## src/rtl/pool1_seq_ctrl_pkg.sv

```systemverilog
// Shared definitions for the pool1 sequencer: default geometry, sequencer
// states and the pooled-output count helper.
package pool1_seq_ctrl_pkg;

    localparam int DW_DEF      = 32;
    localparam int CH_DEF      = 3;
    localparam int IN_W_DEF    = 26;
    localparam int IN_H_DEF    = 26;
    localparam int CLR_CYC_DEF = 2;

    // Number of 2x2 max-pool outputs produced for one w x h frame.
    function automatic int pool_outs(input int w, input int h);
        return (w / 2) * (h / 2);
    endfunction

    localparam int POOL_OUTS = pool_outs(IN_W_DEF, IN_H_DEF);

    typedef enum logic [2:0] {
        ST_IDLE   = 3'd0,
        ST_CLEAR  = 3'd1,
        ST_FILL0  = 3'd2,
        ST_FILL1  = 3'd3,
        ST_ISSUE0 = 3'd4,
        ST_ISSUE1 = 3'd5,
        ST_DRAIN  = 3'd6,
        ST_DONE   = 3'd7
    } seq_state_t;

endpackage

```

## src/rtl/pool1_seq_ctrl_pair_buf.sv

```systemverilog
// Two-entry pixel pair register. Slot 0 holds the even-x pixel, slot 1 the
// odd-x pixel; each slot carries a fill flag so the sequencer only accepts a
// pixel into an empty slot.
module pool1_pair_buf #(
    parameter int BW = 96
) (
    input  logic          clk,
    input  logic          rst_n,
    input  logic          clr,
    input  logic          wr0,
    input  logic          wr1,
    input  logic [BW-1:0] din,
    output logic [BW-1:0] pair0,
    output logic [BW-1:0] pair1,
    output logic [1:0]    fill
);

    // Capture pixels into their slot; clr empties both slots once the pair is issued.
    always_ff @(posedge clk) begin
        if (!rst_n) begin
            pair0 <= '0;
            pair1 <= '0;
            fill  <= 2'b00;
        end else begin
            if (clr) begin
                fill <= 2'b00;
            end
            if (wr0) begin
                pair0   <= din;
                fill[0] <= 1'b1;
            end
            if (wr1) begin
                pair1   <= din;
                fill[1] <= 1'b1;
            end
        end
    end

endmodule

```

## src/rtl/pool1_seq_ctrl.sv

```systemverilog
// Feeds one conv1 feature map into the free-running pool1 max-pool stage as
// gap-free x-pairs, captures pool1 results into a held output slot with
// downstream backpressure, and reports frame done / count error.
//
// Handshakes: a beat transfers on a rising clk edge where valid && ready are
// both high; valid never waits for ready, and m_valid/m_data stay stable
// until the beat transfers.
module pool1_seq_ctrl
    import pool1_seq_ctrl_pkg::*;
#(
    parameter int DW      = DW_DEF,
    parameter int CH      = CH_DEF,
    parameter int IN_W    = IN_W_DEF,
    parameter int IN_H    = IN_H_DEF,
    parameter int CLR_CYC = CLR_CYC_DEF
) (
    input  logic             clk,
    input  logic             rst_n,
    input  logic             start,
    input  logic [DW*CH-1:0] s_data,
    input  logic             s_valid,
    output logic             s_ready,
    output logic [DW*CH-1:0] pool_data,
    output logic             pool_valid,
    output logic             pool_clr,
    input  logic [DW*CH-1:0] pool_res,
    input  logic             pool_res_valid,
    output logic [DW*CH-1:0] m_data,
    output logic             m_valid,
    input  logic             m_ready,
    output logic             busy,
    output logic             done,
    output logic             err,
    output logic [2:0]       state_dbg
);

    localparam int BW   = DW * CH;
    localparam int NPIX = IN_W * IN_H;
    localparam int NOUT = pool_outs(IN_W, IN_H);
    localparam int IW   = $clog2(NPIX + 1);
    localparam int OW   = $clog2(NOUT + 1);
    localparam int CW   = (CLR_CYC > 1) ? $clog2(CLR_CYC) : 1;

    localparam logic [IW-1:0] IN_TOTAL  = IW'(NPIX);
    localparam logic [OW-1:0] OUT_TOTAL = OW'(NOUT);
    localparam logic [CW-1:0] CLR_LAST  = CW'(CLR_CYC - 1);

    seq_state_t      state;
    seq_state_t      state_next;
    logic [IW-1:0]   in_cnt;
    logic [OW-1:0]   out_cnt;
    logic [CW-1:0]   clr_cnt;
    logic [BW-1:0]   pair0;
    logic [BW-1:0]   pair1;
    logic [1:0]      fill;
    logic            wr0;
    logic            wr1;
    logic            pair_clr;
    logic            issue0_go;
    logic            issue1_go;
    logic            capture;

    assign state_dbg = state;
    assign capture   = pool_valid && pool_res_valid;
    assign pair_clr  = (state == ST_CLEAR) || issue1_go;

    pool1_pair_buf #(
        .BW (BW)
    ) u_pair_buf (
        .clk   (clk),
        .rst_n (rst_n),
        .clr   (pair_clr),
        .wr0   (wr0),
        .wr1   (wr1),
        .din   (s_data),
        .pair0 (pair0),
        .pair1 (pair1),
        .fill  (fill)
    );

    // Sequencer state register.
    always_ff @(posedge clk) begin
        if (!rst_n) begin
            state <= ST_IDLE;
        end else begin
            state <= state_next;
        end
    end

    // Next-state decode and per-state control strobes.
    always_comb begin
        state_next = state;
        s_ready    = 1'b0;
        busy       = 1'b1;
        done       = 1'b0;
        pool_clr   = 1'b0;
        wr0        = 1'b0;
        wr1        = 1'b0;
        issue0_go  = 1'b0;
        issue1_go  = 1'b0;
        unique case (state)
            ST_IDLE: begin
                busy = 1'b0;
                if (start) begin
                    state_next = ST_CLEAR;
                end
            end
            ST_CLEAR: begin
                pool_clr = 1'b1;
                if (clr_cnt == CLR_LAST) begin
                    state_next = ST_FILL0;
                end
            end
            ST_FILL0: begin
                s_ready = !fill[0];
                if (s_valid && s_ready) begin
                    wr0        = 1'b1;
                    state_next = ST_FILL1;
                end
            end
            ST_FILL1: begin
                s_ready = !fill[1];
                if (s_valid && s_ready) begin
                    wr1        = 1'b1;
                    state_next = ST_ISSUE0;
                end
            end
            ST_ISSUE0: begin
                // Hold the pair back while an unaccepted result occupies the
                // output slot; once the pair starts it cannot be paused.
                if (!(m_valid && !m_ready)) begin
                    issue0_go  = 1'b1;
                    state_next = ST_ISSUE1;
                end
            end
            ST_ISSUE1: begin
                issue1_go = 1'b1;
                if ((in_cnt + IW'(2)) == IN_TOTAL) begin
                    state_next = ST_DRAIN;
                end else begin
                    state_next = ST_FILL0;
                end
            end
            ST_DRAIN: begin
                if (!pool_valid && (!m_valid || m_ready)) begin
                    state_next = ST_DONE;
                end
            end
            ST_DONE: begin
                done       = 1'b1;
                state_next = ST_IDLE;
            end
            default: begin
                state_next = ST_IDLE;
            end
        endcase
        // pool1 is kept cleared for as long as this block is held in reset.
        if (!rst_n) begin
            pool_clr = 1'b1;
        end
    end

    // Datapath: pool1 drive, result slot, frame counters and error flag.
    always_ff @(posedge clk) begin
        if (!rst_n) begin
            pool_data  <= '0;
            pool_valid <= 1'b0;
            m_data     <= '0;
            m_valid    <= 1'b0;
            in_cnt     <= '0;
            out_cnt    <= '0;
            clr_cnt    <= '0;
            err        <= 1'b0;
        end else begin
            pool_valid <= 1'b0;
            if (issue0_go) begin
                pool_valid <= 1'b1;
                pool_data  <= pair0;
            end
            if (issue1_go) begin
                pool_valid <= 1'b1;
                pool_data  <= pair1;
                in_cnt     <= in_cnt + IW'(2);
            end

            if (state == ST_CLEAR) begin
                clr_cnt <= clr_cnt + CW'(1);
                in_cnt  <= '0;
                out_cnt <= '0;
            end else begin
                clr_cnt <= '0;
                if (capture && (out_cnt != '1)) begin
                    out_cnt <= out_cnt + OW'(1);
                end
            end

            if (capture) begin
                m_data  <= pool_res;
                m_valid <= 1'b1;
            end else if (m_ready) begin
                m_valid <= 1'b0;
            end

            if ((state == ST_IDLE) && start) begin
                err <= 1'b0;
            end else if (state == ST_DONE) begin
                err <= (out_cnt != OUT_TOTAL);
            end
        end
    end

endmodule

```

## config.mk

```make
export PLATFORM = sky130hd
export DESIGN_NAME = pool1_seq_ctrl
export DESIGN_NICKNAME = d
export VERILOG_FILES = /design/src/rtl/pool1_seq_ctrl_pkg.sv /design/src/rtl/pool1_seq_ctrl_pair_buf.sv /design/src/rtl/pool1_seq_ctrl.sv
export SDC_FILE = /design/constraint.sdc
export NUM_CORES = 1
export LEC_CHECK = 0
export ABC_AREA = 1
export CORE_MARGIN = 3
export CORE_UTILIZATION = 44
export DETAILED_ROUTE_END_ITERATION = 7
export GPL_TIMING_DRIVEN = 0
export PLACE_DENSITY_LB_ADDON = 0.25
export SYNTH_ARGS = -nofsm -noshare
export SYNTH_HDL_FRONTEND = slang
export SYNTH_SLANG_ARGS = --single-unit
```

## constraint.sdc

```tcl
create_clock -name clk -period 1.63 [get_ports clk]
set_input_delay 0.4075 -clock clk [delete_from_list [all_inputs] [get_ports clk]]
set_output_delay 0.4075 -clock clk [all_outputs]
set_load 0.05 [all_outputs]
```

### Signal wires on met1

Cells faint in the background.
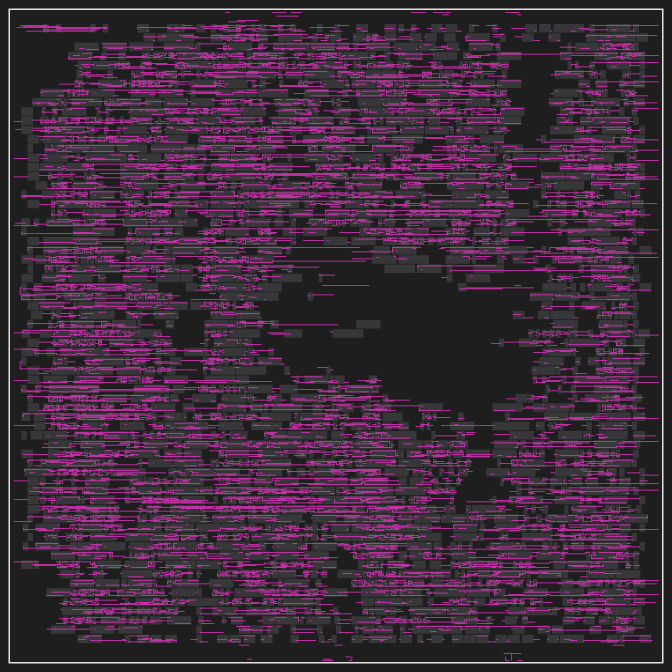
- wire length on this layer: 20.1 mm
- share of all routed wire: 38%
- longest straight run: 54.7 microns
- nets with wire on the layer: 2480
- main direction: horizontal
met1 GRT Util: 31.53%
DR vias: 15510
drt total wl: 53620 microns

### Signal wires on met2

The bar under the picture is 50 microns long.
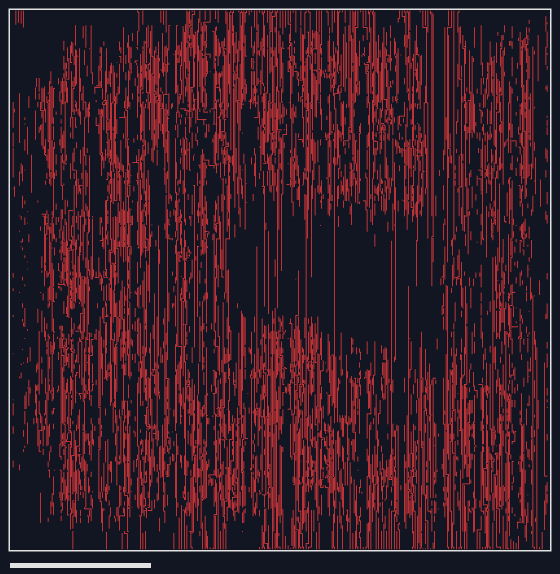
- longest straight run: 103 microns
- wire length on this layer: 26.2 mm
- share of all routed wire: 49%
met2 usage: 48.10%

### Metal 3

The bar under the picture is 50 microns long.
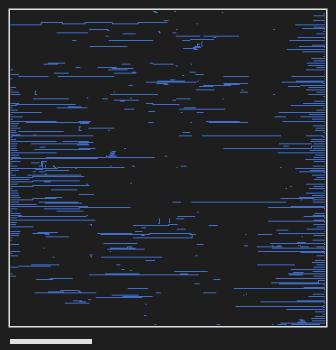
- longest straight run: 66.2 microns
- nets with wire on the layer: 352
- wire length on this layer: 4770 microns
M3 GR Usage: 6.735%

### Metal 4

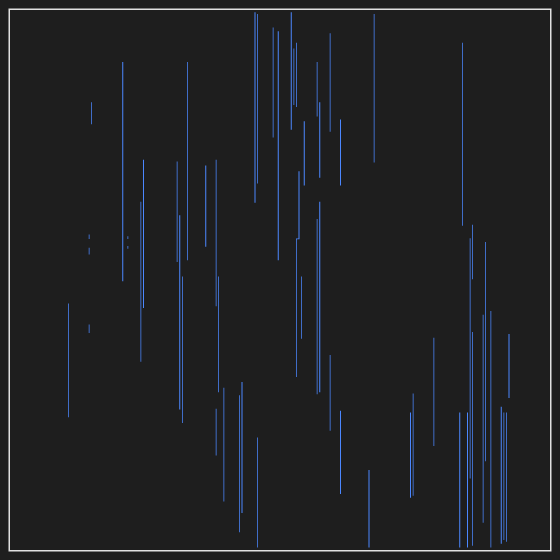
- nets with wire on the layer: 45
- main direction: vertical

==> synthesized netlist by cell type (all sizes together) <==
| master | number |
|---|---|
| o21ai | 391 |
| or2 | 2 |
| nand3b | 1 |
| nor2 | 605 |
| dfxtp | 410 |
| nand4 | 3 |
| ha | 4 |
| o21bai | 1 |
| clkinv | 2 |
| a211oi | 1 |
| a31oi | 96 |
| o211ai | 3 |
| nand2 | 242 |
| a41oi | 1 |
| xor2 | 3 |
| o22ai | 2 |
| buf | 44 |
| nand3 | 20 |
| inv | 28 |
| nor4 | 1 |
| a21oi | 21 |
| nor3 | 2 |
| xnor2 | 2 |
| clkbuf | 104 |
==> final cells by class <==
class / count / share of cell area, %
Inverter: 30 / 0.6598
Sequential cell: 410 / 38.04
Tap cell: 448 / 2.593
Buffer: 145 / 5.070
Antenna cell: 6 / 0.06945
Clock buffer: 68 / 6.251
Timing Repair Buffer: 449 / 17.33
Clock inverter: 7 / 0.3994
Multi-Input combinational cell: 1401 / 29.59
==> registers in the layout, summed over array words and instances (netlist names), 2 cells and up <==
| register | flops |
|---|---|
| state_dbg | 3 |
| u_pair_buf.fill | 2 |
| out_cnt | 8 |
| m_data | 96 |
| u_pair_buf.pair1 | 96 |
| u_pair_buf.pair0 | 96 |
| in_cnt | 9 |
| pool_data | 96 |
==> critical path, stage by stage, from the launching register on <==
cell     delay (ns)
dfxtp_4        0.34
buf_8          0.13
nor2_4         0.12
nand2_2        0.08
nand2_2        0.08
buf_8          0.11
buf_12         0.13
==> where the power goes <==
group / total (mW) / switching [mW] / internal, mW / leakage, nW
Clock: 9.85 / 4.00 / 5.84 / 0.703
Combinational: 12.8 / 8.34 / 4.45 / 4.81
Sequential: 13.0 / 1.12 / 11.8 / 3.32
==> CHANGELOG.md <==
### Physical design

- Outcome: finished, violations left
- Failing checks: setup timing
- Chip width: 191.7 microns
- Post-Syn Area per Cell: 7.625 sq um
- Total Routing Usage GR: a little over a quarter
- CTS tree: built
- Top Layer Used: met5
- Pin count of the biggest net entering global routing: 14
- Total gr overflow: 0
- Detailed Place HPWL: 36580 microns
- Setup TNS: -24.51 ns
- Root buffer cell: clkbuf_16
- Leak pwr: 8.834 nW
- Worst-case vdd ir drop: 1.170 mV
- Most frequent cells in the layout: 595 x nor2_1, 404 x dfxtp_1, 259 x o21ai_0
- CP Launch Type: register
- Xor and xnor fraction of the mapped netlist area: 0.2888%
- Post-Synthesis Cells: 1989
- Post-CTS setup buffers: 24
- Worst Setup SP: state_dbg[1]
- Post-synthesis net count: 2191
- WHS Path Cells: 1
- Headroom to the max-slew limit: 44.38%
- Synth Seq Share: about 54%
- Met1 WL: 20130 microns
- Die Size: 36730 sq um
- Metal3 WL: about 4800 microns
- Tool warnings: 31
- Cell type with the largest total area: dfxtp_1
- Layout cells sized above 1: a little under a fifth
- Drt via density: 5.233
- Worst-margin pin slew: 0.8343 ns
- Number of global-route vias before repair: 14860
- Rows: approximately 67
- Cell area after synthesis: about 15000 sq um
- Cycle use final: 118.1%
- Final core occ: 63.99%
- Worst slack at placement: -1.160 ns
- Worst path required time: 1.22 ns
- Synth top area share: 54.12%
- Io pins: 400
- Final number of max-transition violations: 0
- Cts-stage hold buffer count: 0
- Flop-to-flop setup slack: -0.28 ns
- Max Cap Viol: 0
- Initial antenna violation count: 8
- Wire per inst: 18.09 microns
- CTS H-tree lvls: 2
- Final worst slack: -0.2950 ns
- Clock Skews: approximately 0.027 ns
- Clock transition at path regs: 0.06 ns
- Reg-to-Reg Start: state_dbg[1]
- First-pass GRT wire length: 79240 microns
- Top non-seq family: simple AND/OR/NAND/NOR gates
- Final non-filler cell total: 2964
- Critical Path Sink: pool_clr
- IO Port Bufs: 398
- Top cells by area: dfxtp_1 54%, nor2_1 15%, o21ai_0 9.9%
- Cell area after layout: 21620 sq um
- Cells in synth_stat.txt: just under 2000
- Hold Crit Endpoint: clr_cnt
- Post-DP Area: roughly 20000 sq um
- Worst hold slack: 0.4152 ns
- Setup-failing EPs final: 114
- Hold Vio Cnt, Final: 0
- Total power: 35.61 mW
- Crit Path Category: register to output port
- DRT Pass-1 Iters: 5
- R2r endpoint: pool_data[28]
- CP max FO: 7
- Pwr Density: 1647 nW/um^2
- FF/Latch Area: 8223 sq um
- Mux share: 0%
- Total Nets Final: ~2700
- Gr busiest metal: met2
- Min Tclk post-route: slightly below 2 ns
- Most common logic cell in the routed design: nor2_1
- Detail Route Antenna Nets: 0
- Hold Crit Class: register to register
- Warnings from Yosys: 0
Power is estimated from default activity; no workload was simulated.
